$ cat src/rtl/uart_tx_cfg.sv
// ---------------------------------------------------------------------------
// uart_tx_cfg
//
// UART transmitter with run-time frame format. The data width is fixed at
// elaboration. Parity (none/even/odd) and the number of stop bits (one or two)
// are captured with each word. A word is accepted through a valid/ready
// handshake. It is then sent LSB-first, and each bit lasts OVERSAMPLE baud
// ticks.
//
// Parameters
//   DATA_BITS   data bits per frame (5..9)
//   OVERSAMPLE  s_tick pulses per bit period (>= 2)
//
// Ports
//   clk          system clock
//   rst          synchronous, active-high reset
//   s_tick       one-clk baud oversample strobe
//   din          word to send
//   din_valid    din / parity_mode / two_stop are valid
//   din_ready    block can accept a word (high only in IDLE)
//   parity_mode  00 none, 01 even, 10 odd, 11 treated as none
//   two_stop     0 = one stop bit, 1 = two stop bits
//   tx           registered serial line, idle high
//   busy         frame in progress
//   tx_done      one-clk pulse in the cycle that carries the final stop tick
// ---------------------------------------------------------------------------
module uart_tx_cfg #(
    parameter int DATA_BITS  = 8,
    parameter int OVERSAMPLE = 16
) (
    input  logic                 clk,
    input  logic                 rst,
    input  logic                 s_tick,
    input  logic [DATA_BITS-1:0] din,
    input  logic                 din_valid,
    output logic                 din_ready,
    input  logic [1:0]           parity_mode,
    input  logic                 two_stop,
    output logic                 tx,
    output logic                 busy,
    output logic                 tx_done
);

    localparam int CNT_W = (OVERSAMPLE > 2) ? $clog2(OVERSAMPLE) : 1;
    localparam int IDX_W = (DATA_BITS > 2) ? $clog2(DATA_BITS) : 1;

    localparam logic [CNT_W-1:0] CNT_LAST = CNT_W'(OVERSAMPLE - 1);
    localparam logic [CNT_W-1:0] CNT_ONE  = CNT_W'(1);
    localparam logic [IDX_W-1:0] IDX_LAST = IDX_W'(DATA_BITS - 1);
    localparam logic [IDX_W-1:0] IDX_ONE  = IDX_W'(1);

    typedef enum logic [2:0] {
        ST_IDLE   = 3'd0,
        ST_START  = 3'd1,
        ST_DATA   = 3'd2,
        ST_PARITY = 3'd3,
        ST_STOP   = 3'd4
    } state_t;

    // Parity bit for a data word: even parity is the XOR of the bits, and odd
    // parity is its inverse.
    function automatic logic parity_bit(input logic [DATA_BITS-1:0] data,
                                        input logic                 odd);
        return (^data) ^ odd;
    endfunction

    state_t                 state_q, state_d;
    logic [CNT_W-1:0]       cnt_q, cnt_d;
    logic [IDX_W-1:0]       idx_q, idx_d;
    logic                   stop_q, stop_d;
    logic [DATA_BITS-1:0]   shift_q, shift_d;
    logic                   par_en_q, par_en_d;
    logic                   par_q, par_d;
    logic                   two_stop_q, two_stop_d;
    logic                   tx_q, tx_d;
    logic                   bit_end_s;
    logic                   tx_done_s;

    // A bit period ends on the tick that finds the counter at its last value.
    assign bit_end_s = s_tick && (cnt_q == CNT_LAST);

    // Next-state, counter and datapath decode for the frame sequencer.
    always_comb begin
        state_d    = state_q;
        cnt_d      = cnt_q;
        idx_d      = idx_q;
        stop_d     = stop_q;
        shift_d    = shift_q;
        par_en_d   = par_en_q;
        par_d      = par_q;
        two_stop_d = two_stop_q;
        tx_done_s  = 1'b0;
        tx_d       = 1'b1;

        // The tick counter runs only inside a frame. It is cleared when a
        // word is accepted, so a tick in the acceptance cycle is not counted.
        if ((state_q != ST_IDLE) && s_tick) begin
            cnt_d = bit_end_s ? '0 : (cnt_q + CNT_ONE);
        end else begin
            cnt_d = cnt_q;
        end

        case (state_q)
            ST_IDLE: begin
                if (din_valid) begin
                    shift_d    = din;
                    par_en_d   = (parity_mode == 2'b01) || (parity_mode == 2'b10);
                    par_d      = parity_bit(din, parity_mode == 2'b10);
                    two_stop_d = two_stop;
                    cnt_d      = '0;
                    idx_d      = '0;
                    stop_d     = 1'b0;
                    state_d    = ST_START;
                end else begin
                    state_d = ST_IDLE;
                end
            end
            ST_START: begin
                if (bit_end_s) begin
                    idx_d   = '0;
                    state_d = ST_DATA;
                end else begin
                    state_d = ST_START;
                end
            end
            ST_DATA: begin
                if (bit_end_s) begin
                    shift_d = shift_q >> 1;
                    if (idx_q == IDX_LAST) begin
                        idx_d   = '0;
                        state_d = par_en_q ? ST_PARITY : ST_STOP;
                    end else begin
                        idx_d   = idx_q + IDX_ONE;
                        state_d = ST_DATA;
                    end
                end else begin
                    state_d = ST_DATA;
                end
            end
            ST_PARITY: begin
                if (bit_end_s) begin
                    state_d = ST_STOP;
                end else begin
                    state_d = ST_PARITY;
                end
            end
            ST_STOP: begin
                if (bit_end_s) begin
                    // stop_q counts the stop bits already sent. The frame
                    // ends when it matches the latched extra-stop flag.
                    if (stop_q == two_stop_q) begin
                        tx_done_s = 1'b1;
                        stop_d    = 1'b0;
                        state_d   = ST_IDLE;
                    end else begin
                        stop_d  = 1'b1;
                        state_d = ST_STOP;
                    end
                end else begin
                    state_d = ST_STOP;
                end
            end
            default: begin
                state_d = ST_IDLE;
            end
        endcase

        // tx is decoded from the next state so that the line changes on the
        // same edge as the state register.
        case (state_d)
            ST_IDLE:   tx_d = 1'b1;
            ST_START:  tx_d = 1'b0;
            ST_DATA:   tx_d = shift_d[0];
            ST_PARITY: tx_d = par_d;
            ST_STOP:   tx_d = 1'b1;
            default:   tx_d = 1'b1;
        endcase
    end

    // State and datapath registers with synchronous reset.
    always_ff @(posedge clk) begin
        if (rst) begin
            state_q    <= ST_IDLE;
            cnt_q      <= '0;
            idx_q      <= '0;
            stop_q     <= 1'b0;
            shift_q    <= '0;
            par_en_q   <= 1'b0;
            par_q      <= 1'b0;
            two_stop_q <= 1'b0;
            tx_q       <= 1'b1;
        end else begin
            state_q    <= state_d;
            cnt_q      <= cnt_d;
            idx_q      <= idx_d;
            stop_q     <= stop_d;
            shift_q    <= shift_d;
            par_en_q   <= par_en_d;
            par_q      <= par_d;
            two_stop_q <= two_stop_d;
            tx_q       <= tx_d;
        end
    end

    assign din_ready = (state_q == ST_IDLE);
    assign busy      = (state_q != ST_IDLE);
    assign tx        = tx_q;
    assign tx_done   = tx_done_s;

endmodule

$ cat config.mk
export PLATFORM = sky130hd
export DESIGN_NAME = uart_tx_cfg
export DESIGN_NICKNAME = d
export VERILOG_FILES = /design/src/rtl/uart_tx_cfg.sv
export SDC_FILE = /design/constraint.sdc
export NUM_CORES = 1
export LEC_CHECK = 0
export CORE_MARGIN = 2
export CORE_UTILIZATION = 53
export DETAILED_ROUTE_END_ITERATION = 6
export HOLD_SLACK_MARGIN = 0.12
export PLACE_DENSITY = 0.85
export SYNTH_ARGS = -nofsm -noshare
export SYNTH_HDL_FRONTEND = slang
export SYNTH_SLANG_ARGS = --single-unit
$ cat constraint.sdc
create_clock -name clk -period 2.2 [get_ports clk]
set_input_delay 0.33 -clock clk [delete_from_list [all_inputs] [get_ports clk]]
set_output_delay 0.33 -clock clk [all_outputs]
set_load 0.02 [all_outputs]
run_1/layer_met3.png
Drawn at 4 px/um. Cells faint in the background.
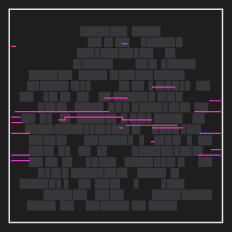
- nets with wire on the layer: 16
- wire length on this layer: 121 um
- longest straight run: 23.2 um
Routed WL: 2.53 mm
met3 usage: 6.21%
vias: 1060

run_1/placement_by_type.png
Drawn at 10 px/um.
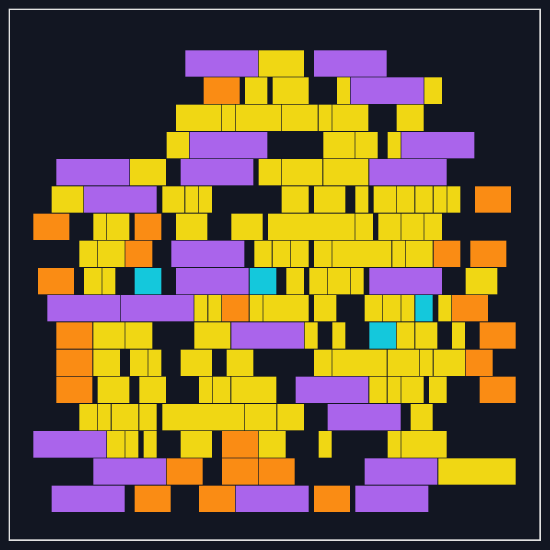
- sequential cells: purple (cells 23; share of their area 31%)
- remaining buffers and delay cells: orange (cells 23; share of their area 15%)
- combinational and other logic: yellow (cells 110; share of their area 52%)
- clock drivers and dummy loads: cyan (cells 4; share of their area 1.9%)

==> deck_impl_summary.md, run 1 <==
Run Summary

Flow run
  • Max_cap viols: 0
  • OpenROAD warnings: 26

Yosys
  • Synthesized area: roughly 0.0013 sq mm
  • Cell taking the most area after synthesis: dfxtp_1
  • Main logic family: simple AND/OR/NAND/NOR gates
  • YS chip area: between 0.001 and 0.0015 sq mm
  • Mean Syn Cell Area: slightly above 9 sq um
  • Top cells, area: dfxtp_1 36%, a21oi_1 5.9%, xnor2_1 4.8%, nand2_1 4.7%, ha_1 3.9%
  • Async set-reset flop share out of synthesis: 0%
  • Commonest cells post-synth: 23 x dfxtp_1, 16 x nand2_1, 15 x a21oi_1

Setup path
  • Worst Path Buf+Inv: 2
  • Cell family with most CP delay: buffers and inverters
  • Startpoint class of the critical path: flop
  • FF-to-FF Start: cnt_q[0]$_SDFF_PP0_
  • Setup crit start: state_q[1]$_SDFF_PP0_
  • Critical Path, Cell by Cell: nor3_4 > inv_2 > clkdlybuf4s50_1
  • Reg-to-Reg End: tx$_SDFF_PP1_
  • CP Class: flop to output port
  • Crit path DAT: about 1.7 ns
  • FF-to-FF setup slack: 0.34 ns

Route
  • 1st-iter DRT viols: 16
  • Max layer used: met4
  • Pre-antenna DRT Iters: 4
  • Vias per inst: approximately 5.6

Placed design
  • I/O Buffers: 18
  • Placed cell areas: 0.00148 sq mm

GRT
  • Via count of the first global-routing pass: approximately 1000
  • Met2 Use GR: between 30% and 40%

Final layout
  • Comb area share: 49.7%
  • Top cell excl fill/tap: dfxtp_1
  • Number of flip-flops in the largest register: 8
  • ClkCell Share: ~1.8%
  • Most numerous logic cells after layout: 21 x dfxtp_1, 17 x clkdlybuf4s50_1, 16 x nand2_1

Floorplanning
  • FP Rows: 17
  • Chip Width: approximately 53 um

Clock network
  • Clk slew on worst S/H paths: between 0.1 and 0.15 ns
  • Post-CTS setup buffer count: 0

Power
  • Clock group: 0.000201 W
  • Combinational cell power: 0.000146 W
  • Sequential share of power: a little under three fifths

Outcome
  • Outcome: finished, final reports clean
run_1/flops_by_reg.png
Drawn at 8 px/um.
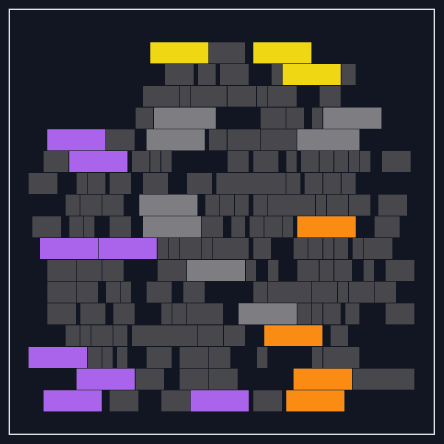
- cnt_q: orange (sequential cells 4; where lower right)
- idx_q: yellow (sequential cells 3)
- shift_q: purple (sequential cells 8)
- not coloured: 8
Seq. cell area: 463 sq um
sequential share of cell area: 30.7%
P_seq: 0.000448 W
fin util: 67.5%

--- run 2 (diff from run 1) ---
- HOLD_SLACK_MARGIN: 0.12 -> not set
run_2/flops_by_reg.png
Drawn at 8 px/um.
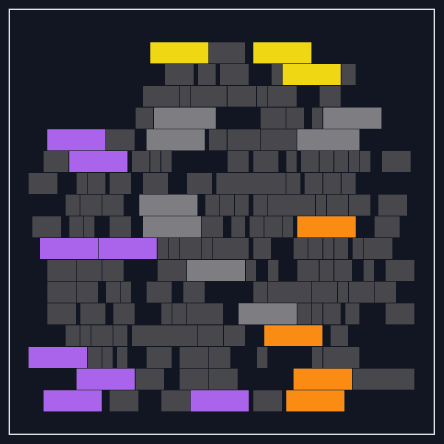
- idx_q: yellow (sequential cells 3)
- shift_q: purple (sequential cells 8)
- cnt_q: orange (sequential cells 4; where lower right)

==> deck_impl_summary.md, run 2 <==
Run Summary

Placed design
  • I/O Buffers: 18 (unchanged)
  • Placed cell areas: 0.00148 sq mm (unchanged)

Power
  • Combinational cell power: 0.000146 W (about the same)
  • Clock group: 0.000201 W (about the same)
  • Sequential share of power: 56.3% (about the same)
  • P_seq: 0.000448 W (about the same)

Flow run
  • OpenROAD warnings: 26 (unchanged)
  • Max_cap viols: 0 (unchanged)

Setup path
  • Critical Path, Cell by Cell: nor3_4 > inv_2 > clkdlybuf4s50_1
  • Cell family with most CP delay: buffers and inverters
  • FF-to-FF setup slack: 0.34 ns (about the same)
  • Reg-to-Reg End: tx$_SDFF_PP1_
  • Worst Path Buf+Inv: 2 (unchanged)
  • Setup crit start: state_q[1]$_SDFF_PP0_
  • Crit path DAT: 1.73 ns (about the same)
  • Startpoint class of the critical path: flop

Clock network
  • Post-CTS setup buffer count: 0 (unchanged)

Yosys
  • Synthesized area: 0.00127 sq mm (unchanged)
  • Top cells, area: dfxtp_1 36%, a21oi_1 5.9%, xnor2_1 4.8%, nand2_1 4.7%, ha_1 3.9%
  • Main logic family: simple AND/OR/NAND/NOR gates
  • Async set-reset flop share out of synthesis: 0% (unchanged)
  • Cell taking the most area after synthesis: dfxtp_1
  • Commonest cells post-synth: 23 x dfxtp_1, 16 x nand2_1, 15 x a21oi_1
  • Mean Syn Cell Area: 9.07 sq um (unchanged)

Final layout
  • Sequential share of cell area: 30.7% (unchanged)
  • Seq. cell area: 463 sq um (unchanged)
  • Top cell excl fill/tap: dfxtp_1
  • ClkCell Share: 1.83% (unchanged)
  • Most numerous logic cells after layout: 21 x dfxtp_1, 17 x clkdlybuf4s50_1, 16 x nand2_1
  • NonClk Buf Share: between 10 and 15%
  • Fin util: 67.5% (unchanged)

Route
  • Routed WL: 2.53 mm (unchanged)
  • Vias per inst: 5.64 (unchanged)
  • 1st-iter DRT viols: 16 (unchanged)
  • Vias: 1060 (unchanged)

Floorplanning
  • FP Rows: 17 (unchanged)

Outcome
  • Outcome: finished, final reports clean

GRT
  • Met3 usage: 6.21% (unchanged)
  • Met2 Use GR: 38.5% (unchanged)
  • Via count of the first global-routing pass: 984 (unchanged)
  • Global route overflow: 0
run_2/layer_met3.png
Drawn at 4 px/um. Cells faint in the background.
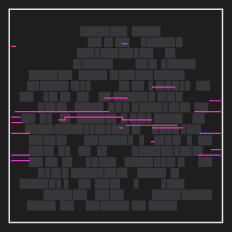
- nets with wire on the layer: 16
- wire length on this layer: 121 um
- share of all routed wire: 4.8%
- longest straight run: 23.2 um
- main direction: horizontal

Power is estimated from default activity; no workload was simulated.
